$ cat src/rtl/pic_writer.sv
// Pixel writer for a 160x120x2 frame RAM: buffers plot requests in a 4-deep FIFO,
// drains them one per cycle, and can fill the whole frame with a single colour.
module pic_writer (
  input  logic        clk,
  input  logic        reset,
  input  logic        plot,
  input  logic [9:0]  x,
  input  logic [9:0]  y,
  input  logic [1:0]  colour,
  output logic        ready,
  input  logic        clear,
  input  logic [1:0]  clear_colour,
  output logic        busy,
  output logic        dropped,
  output logic [14:0] mem_address,
  output logic [1:0]  mem_data,
  output logic        mem_wren
);

  typedef enum logic [1:0] {ST_IDLE, ST_DRAIN, ST_CLEAR} state_t;

  localparam logic [14:0] LAST_ADDR   = 15'd19199;
  localparam logic [17:0] FRAME_PIXELS = 18'd19200;

  state_t      r_state;
  state_t      w_state_next;

  logic [14:0] r_fifo_addr [4];
  logic [1:0]  r_fifo_col  [4];
  logic [1:0]  r_wr_ptr;
  logic [1:0]  r_rd_ptr;
  logic [2:0]  r_count;

  logic [14:0] r_fill_addr;
  logic [1:0]  r_clear_colour;
  logic        r_dropped;
  logic [14:0] r_mem_address;
  logic [1:0]  r_mem_data;
  logic        r_mem_wren;

  logic [17:0] w_addr_full;
  logic        w_in_range;
  logic        w_ready;
  logic        w_busy;
  logic        w_accept;
  logic        w_push;
  logic        w_pop;
  logic        w_fill;
  logic        w_clear_accept;

  // Full 18-bit product so an out-of-range pixel can never alias into the frame.
  assign w_addr_full = 18'(y) * 18'd160 + 18'(x);
  assign w_in_range  = (x < 10'd160) && (y < 10'd120) && (w_addr_full < FRAME_PIXELS);

  // State register
  always_ff @(posedge clk) begin
    if (reset) begin
      r_state <= ST_IDLE;
    end else begin
      r_state <= w_state_next;
    end
  end

  // Next-state logic
  always_comb begin
    w_state_next = r_state;
    case (r_state)
      ST_IDLE:  if (clear) w_state_next = ST_DRAIN;
      ST_DRAIN: if (r_count == 3'd0) w_state_next = ST_CLEAR;
      ST_CLEAR: if (r_fill_addr == LAST_ADDR) w_state_next = ST_IDLE;
      default:  w_state_next = ST_IDLE;
    endcase
  end

  // Output / control decode
  always_comb begin
    w_ready        = (r_count < 3'd4) && (r_state == ST_IDLE) && !reset;
    w_busy         = (r_state != ST_IDLE);
    w_pop          = ((r_state == ST_IDLE) || (r_state == ST_DRAIN)) && (r_count != 3'd0);
    w_fill         = (r_state == ST_CLEAR);
    w_clear_accept = clear && (r_state == ST_IDLE);
    w_accept       = plot && w_ready;
    w_push         = w_accept && w_in_range;
  end

  always_ff @(posedge clk) begin
    if (reset) begin
      r_wr_ptr <= 2'd0;
      r_rd_ptr <= 2'd0;
      r_count  <= 3'd0;
    end else begin
      if (w_push) r_wr_ptr <= r_wr_ptr + 2'd1;
      if (w_pop)  r_rd_ptr <= r_rd_ptr + 2'd1;
      case ({w_push, w_pop})
        2'b10:   r_count <= r_count + 3'd1;
        2'b01:   r_count <= r_count - 3'd1;
        default: r_count <= r_count;
      endcase
    end
  end

  // FIFO storage needs no reset; validity is tracked by the pointers.
  always_ff @(posedge clk) begin
    if (w_push) begin
      r_fifo_addr[r_wr_ptr] <= w_addr_full[14:0];
      r_fifo_col[r_wr_ptr]  <= colour;
    end
  end

  always_ff @(posedge clk) begin
    if (reset) begin
      r_fill_addr    <= 15'd0;
      r_clear_colour <= 2'd0;
    end else begin
      if (w_clear_accept) begin
        r_clear_colour <= clear_colour;
        r_fill_addr    <= 15'd0;
      end else if (w_fill) begin
        r_fill_addr <= (r_fill_addr == LAST_ADDR) ? 15'd0 : r_fill_addr + 15'd1;
      end
    end
  end

  always_ff @(posedge clk) begin
    if (reset) begin
      r_mem_address <= 15'd0;
      r_mem_data    <= 2'd0;
      r_mem_wren    <= 1'b0;
      r_dropped     <= 1'b0;
    end else begin
      r_dropped <= w_accept && !w_in_range;
      if (w_fill) begin
        r_mem_address <= r_fill_addr;
        r_mem_data    <= r_clear_colour;
        r_mem_wren    <= 1'b1;
      end else if (w_pop) begin
        r_mem_address <= r_fifo_addr[r_rd_ptr];
        r_mem_data    <= r_fifo_col[r_rd_ptr];
        r_mem_wren    <= 1'b1;
      end else begin
        r_mem_wren <= 1'b0;
      end
    end
  end

  assign ready       = w_ready;
  assign busy        = w_busy;
  assign dropped     = r_dropped;
  assign mem_address = r_mem_address;
  assign mem_data    = r_mem_data;
  assign mem_wren    = r_mem_wren;

endmodule

$ cat config.mk
export PLATFORM = sky130hd
export DESIGN_NAME = pic_writer
export DESIGN_NICKNAME = d
export VERILOG_FILES = /design/src/rtl/pic_writer.sv
export SDC_FILE = /design/constraint.sdc
export NUM_CORES = 1
export LEC_CHECK = 0
export CAP_MARGIN = 15
export CORE_ASPECT_RATIO = 2
export CORE_MARGIN = 1.5
export CORE_UTILIZATION = 50
export CTS_CLUSTER_DIAMETER = 100
export DETAILED_ROUTE_END_ITERATION = 8
export GPL_TIMING_DRIVEN = 0
export PLACE_DENSITY = 0.72
export SLEW_MARGIN = 10
export SYNTH_ARGS = -nofsm -noshare
export SYNTH_HDL_FRONTEND = slang
export SYNTH_SLANG_ARGS = --single-unit
export TNS_END_PERCENT = 20
$ cat constraint.sdc
create_clock -name clk -period 5.9 [get_ports clk]
set_clock_uncertainty 0.05 [all_clocks]
set_input_delay 1.77 -clock clk [delete_from_list [all_inputs] [get_ports clk]]
set_output_delay 1.77 -clock clk [all_outputs]
set_load 0.05 [all_outputs]
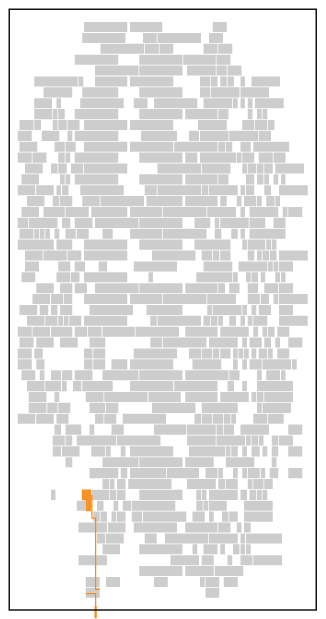
(images/io_fan.png)
Drawn at 4 px/um.
port	colour	bits	direction	edge	end cells	buffers	wire
plot	orange	1	input	bottom	2	1	32.1 um

==> deck_impl_summary.md <==
Flow Results at a Glance

Global routing
  • GRT overflow: 0
  • Initial antenna violation count: 0

Placement
  • Routability cong.: 0.8922
  • Placed inst area: 6038 sq um
  • Dpl hpwl: 8454 um
  • Inst Count DP: 626
  • Count of input and output buffers: 48

Synth
  • Post-synth EDFFs: 68
  • Seq share, synth: 55.38%
  • Cells in synth_stat.txt: 441
  • Top cells by count: edfxtp_1 (68), dfxtp_1 (47), nor2_1 (47), a21oi_1 (32), nand2_1 (31)
  • Cells after Synth: 441

Pwr
  • PwrDens: 327.3 nW/um^2
  • Clock Power Share: 45.7%
  • Combinational share of power: 13.9%
  • Leakage Power: 2.308 nW

Die
  • Chip Area: 11,440 sq um
  • Die Ht: 149.8 um

Worst hold path
  • Hold crit path type: register to register

Timing
  • Fin crit period: 5.683 ns
  • Slew @ Worst Pin: 0.9021 ns
  • Final Hold Vio Count: 0
  • Fin worst setup slack: 0.2168 ns
  • Max-slew violations: 0

Setup path
  • CP delay by family, top: adder cells
  • CP Buf/Inv Count: 5
  • CP startpoint kind: input port
  • Crit path top cell by count: inv_1
  • Critical path cell sequence: clkdlybuf4s50_1 -> ha_4 -> inv_1 -> fa_1 -> inv_1 -> ha_2 -> nand3_1 -> nor2_2 -> or3_4 -> a22oi_2 -> o211ai_2 -> o32a_1 -> nor2_2 -> inv_1 -> ha_1 -> inv_1 -> fa_1 -> xor2_1 -> or3_1 -> a21oi_1

Outcome
  • Outcome: complete, no violations

Layout
  • Net count reported at finish: 567
  • Fin area: 6696 sq um

Drt
  • DR pass1 iterations: 5
  • WL/cell: 17.21 um
  • DR vias/cell: 5.646
  • Post-route ant nets: 0
  • Initial DRC count: 176

CTS
  • Root Buffer: clkbuf_16
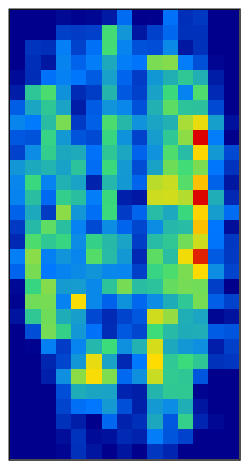
(images/metal_density.png)
Drawn at 3 px/um. The die is cut into 15 by 30 equal tiles; dark blue is low, red is high, scaled to the fullest tile. Values are wire area over tile area, all layers added.
tiles over half the peak	14%
emptiest ninth of the die	lower left
densest ninth of the die	middle right
nearly empty tiles	16%
mean over tiles	0.16

-- path summary, 6_finish.rpt --
path | to | startpoint | slack (ns) | depth (start not counted)
setup / recovery | r_count[2] | y[4] | 0.22 | 20
hold / removal | r_clear_colour[0] | r_clear_colour[0] | 0.43 | 2
setup reg to reg | r_fifo_addr[1][10] | r_state[1] | 3.06 | 6
hold reg to reg | r_clear_colour[0] | r_clear_colour[0] | 0.43 | 2
-- cell type report --
| class | count | area, sq um |
|---|---|---|
| Fill cell | 840 | 3781 |
| Timing Repair Buffer | 49 | 495.5 |
| Buffer | 14 | 55.05 |
| Multi-Input combinational cell | 291 | 2327 |
| Clock inverter | 15 | 160.2 |
| Sequential cell | 115 | 2983 |
| Tap cell | 137 | 171.4 |
| Clock buffer | 17 | 425.4 |
| Inverter | 21 | 78.83 |
-- cells in the final DEF (no fill, tap or decap), drive strengths merged, types with 5 or more instances in the layout --
cell type	count
ha	27
nor2	48
nand3	14
and3	6
o21ai	7
nand2	31
buf	6
mux4	17
a22oi	16
a21oi	34
dfxtp	47
nand2b	5
edfxtp	68
clkbuf	26
nand4	8
xor2	16
xnor2	12
inv	32
clkdlybuf4s50	45
-- per-layer routing --
layer	share of wire, %	global-route usage [%]	up-vias	wire [um]
li1	-	-	1773	-
met1	34	20.06	1812	3870
met2	60	41.88	109	6751
met3	3.6	5.427	27	408
met4	2.8	11.48	0	313
met5	0	0	-	0
-- sequential cells by signal (all words and copies together), names as in the netlist, named ones only --
signal / flops
dropped: 1
mem_address: 15
mem_data: 2
mem_wren: 1
r_clear_colour: 2
r_count: 3
r_fifo_addr: 60
r_fifo_col: 8
r_fill_addr: 15
r_rd_ptr: 2
r_state: 2
r_wr_ptr: 2
-- timing repair --
item,4_1_cts,5_1_grt
setup buffers,0,1
pin swaps,0,5
gates resized,3,12
cloned,0,0
setup endpoints to repair,1,70
-- worst register-to-register path, cell delays in order (launching register included) --
cell and delay, ns:
dfxtp_1 0.34, nor2_1 0.22, inv_1 0.11, nor3_1 0.42, nand4_1 0.31, inv_1 0.22
and3_1 0.78
-- per-stage QoR --
step | TNS, ns | total power, mW
4_1_cts | 0 | 2.187
5_1_grt | 0 | 2.266
2_1_floorplan | 0 | 1.103
6_report | 0 | 2.192
3_3_place_gp | -23.86 | 1.176
3_5_place_dp | -27.28 | 1.186
-- power groups by stage --
stage / Combinational (mW) / Sequential (mW) / Clock, mW
floorplan: 0.194 / 0.909 / 0
global route: 0.335 / 0.886 / 1.05
CTS: 0.289 / 0.886 / 1.01
finish: 0.305 / 0.886 / 1.00
global placement: 0.274 / 0.902 / 0
detailed placement: 0.284 / 0.903 / 0
-- kinds of logic after synthesis --
kind of cell	synth area share, %
and+or+nand+nor	12.64
buffers and inverters	2.486
muxes	7.108
DFF	55.38
AOI/OAI and AO/OA	10.31
adders and majority gates	7.387
xor gates and xnor gates	4.692
Power figures rest on the tool's default switching activity, not on a simulated workload.
